Fig. 1: metal 1
The bar under the picture is 20 um long. Supply wires on this layer in grey.
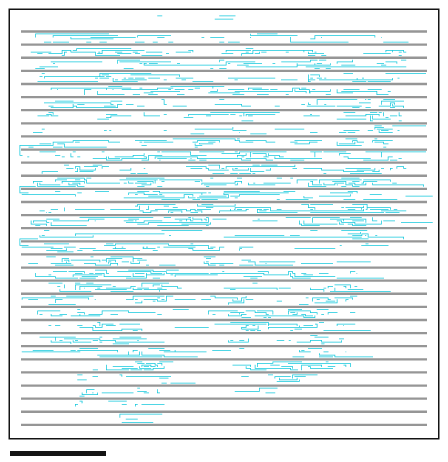
Fig. 2: the metal 2 layer
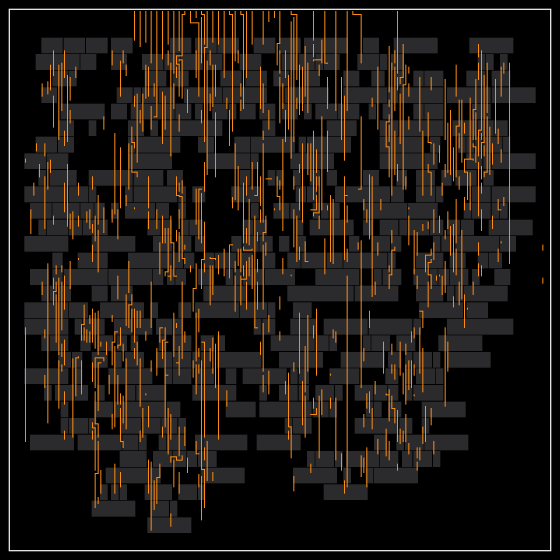
Fig. 3: M3 wires
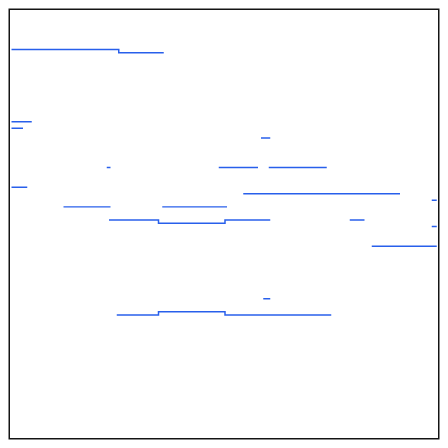
==> config.mk <==
export PLATFORM = sky130hd
export DESIGN_NAME = rs485_tx_arbiter
export DESIGN_NICKNAME = d
export VERILOG_FILES = /design/src/rtl/rs485_tx_arbiter.sv
export SDC_FILE = /design/constraint.sdc
export NUM_CORES = 1
export LEC_CHECK = 0
export CAP_MARGIN = 0
export CORE_MARGIN = 2
export CORE_UTILIZATION = 46
export CTS_CLUSTER_SIZE = 30
export DETAILED_ROUTE_END_ITERATION = 10
export HOLD_SLACK_MARGIN = 0.15
export PLACE_DENSITY = 0.68
export SLEW_MARGIN = 0
export SYNTH_ARGS = -nofsm -noshare
export SYNTH_HDL_FRONTEND = slang
export SYNTH_SLANG_ARGS = --single-unit
==> constraint.sdc <==
create_clock -name clock -period 3.1 [get_ports clock]
set_input_delay 0.62 -clock clock [delete_from_list [all_inputs] [get_ports clock]]
set_output_delay 0.62 -clock clock [all_outputs]
set_load 0.1 [all_outputs]
==> flow_metrics.tcl <==
# metrics dict for downstream scripts
set metrics [dict create \
    comb-cell-share_pct 44.0 \
    p_clk_share_pct 42.4 \
    ff_type "dfxtp_1" \
    outcome "completed" \
    cp_cell_sequence "or4_4 > nor3_2 > nand4_1 > and4b_1 > nor2b_1 > xnor2_1 > a21oi_1" \
    fin_setup_tns_ns 0 \
    overflow 0 \
    crit_cells 7 \
    pre_cts_ws_ns 0.667 \
    design.core.area_um2 6870 \
    die_width_um 88.8 \
    timing.final.hold_violations 0 \
    dpl-instance-area_um2 3750 \
    fp_util_pct 48.1 \
    yosys.cell_types.count 45 \
    yosysCellCount 387 \
    power_w 0.00191 \
    power_density_nw_per_um2 481 \
    vias_per_cell 5.09 \
    n_antenna_cell 0 \
    drc 0 \
    grt_start_max_net_pins 18 \
    hold-path-cell-count 1 \
    startpoint_type "flop" \
    p_seq_share_pct 50.1 \
    buffers_excl_clock 43 \
    warnings 29 \
    buffer_area_share_pct 10.2 \
    cts_num_sinks 72 \
    crit_family "simple AND/OR/NAND/NOR gates" \
    cellInternalPower_w 0.00149 \
    rsz0062_at_grt "no" \
    cts_buffers 9 \
    power.switching_w 0.000426 \
    grt_usage_pct 17.7 \
    tritoncts "done" \
    dieArea_um2 7880 \
    edf_count 0 \
    seq_share_pct 36.3 \
    setup_violations 0 \
]
-- Fig. 1 (at the start) --
wire length on this layer: 3220 um
nets with wire on the layer: 433
longest straight run: 28.5 um
main direction: horizontal
share of all routed wire: 50%
final wirelength: 6400 um
Via Count: 2677
met1 GRT Util: 23.9%

-- Fig. 2 (at the start) --
main direction: vertical
nets with wire on the layer: 374
longest straight run: 34.7 um
wire length on this layer: 2880 um
met2 Use GR: 26.9%

-- Fig. 3 (at the start) --
longest straight run: 32.2 um
main direction: horizontal
share of all routed wire: 3.4%
wire length on this layer: 216 um
met3 Use GR: 5.69%

[routing by layer]
| layer | vias up | routed length (um) | share of wire (%) |
|---|---|---|---|
| li1 | 1413 | - | - |
| met1 | 1232 | 3220 | 50 |
| met2 | 22 | 2880 | 45 |
| met3 | 10 | 215 | 3.4 |
| met4 | 0 | 79 | 1.2 |
| met5 | - | 0 | 0 |
[kinds of logic after synthesis]
family	synth area share, %
xor+xnor	10.6
compound gates	12.2
fa+ha+maj	2.65
simple gates	26.3
buf+inv	3.48
flops	43.6
mux	1.21
[cells in the mapped netlist, drive strengths merged, types with 2 or more instances]
cell type	number	area share (%)
a211oi	12	2.9
a21oi	19	2.9
a22oi	11	2.5
a31oi	2	0.38
and3	11	2.1
and4	4	1.1
buf	7	1.3
clkbuf	9	1.0
dfxtp	72	44
ha	7	2.6
inv	10	1.1
mux2i	4	1.2
nand2	28	3.2
nand2b	6	1.1
nand3	13	2.0
nand3b	2	0.45
nand4	8	1.5
nor2	72	8.2
nor2b	7	1.3
nor3	12	2.0
o211ai	3	0.68
o21ai	8	1.2
or2	3	0.57
or3	4	0.91
or4	2	0.57
xnor2	17	4.5
xor2	23	6.1
[cell usage in the layout (no fill, tap or decap), types with 13 or more instances in the layout]
master | synthesis | final
a21oi_1 | 19 | 19
buf_4 | 2 | 18
clkdlybuf4s50_1 | 0 | 23
dfxtp_1 | 72 | 72
nand2_1 | 28 | 28
nand3_1 | 13 | 13
nor2_1 | 72 | 72
xnor2_1 | 17 | 17
xor2_1 | 23 | 23
[worst reg2reg max path, cell delays in order (launching register included)]
cell and delay (ns):
dfxtp_1 0.36, or4_4 0.58, nor3_2 0.21, nand4_1 0.40, and4b_1 0.42, nor2b_1 0.16, xnor2_1 0.18, a21oi_1 0.09
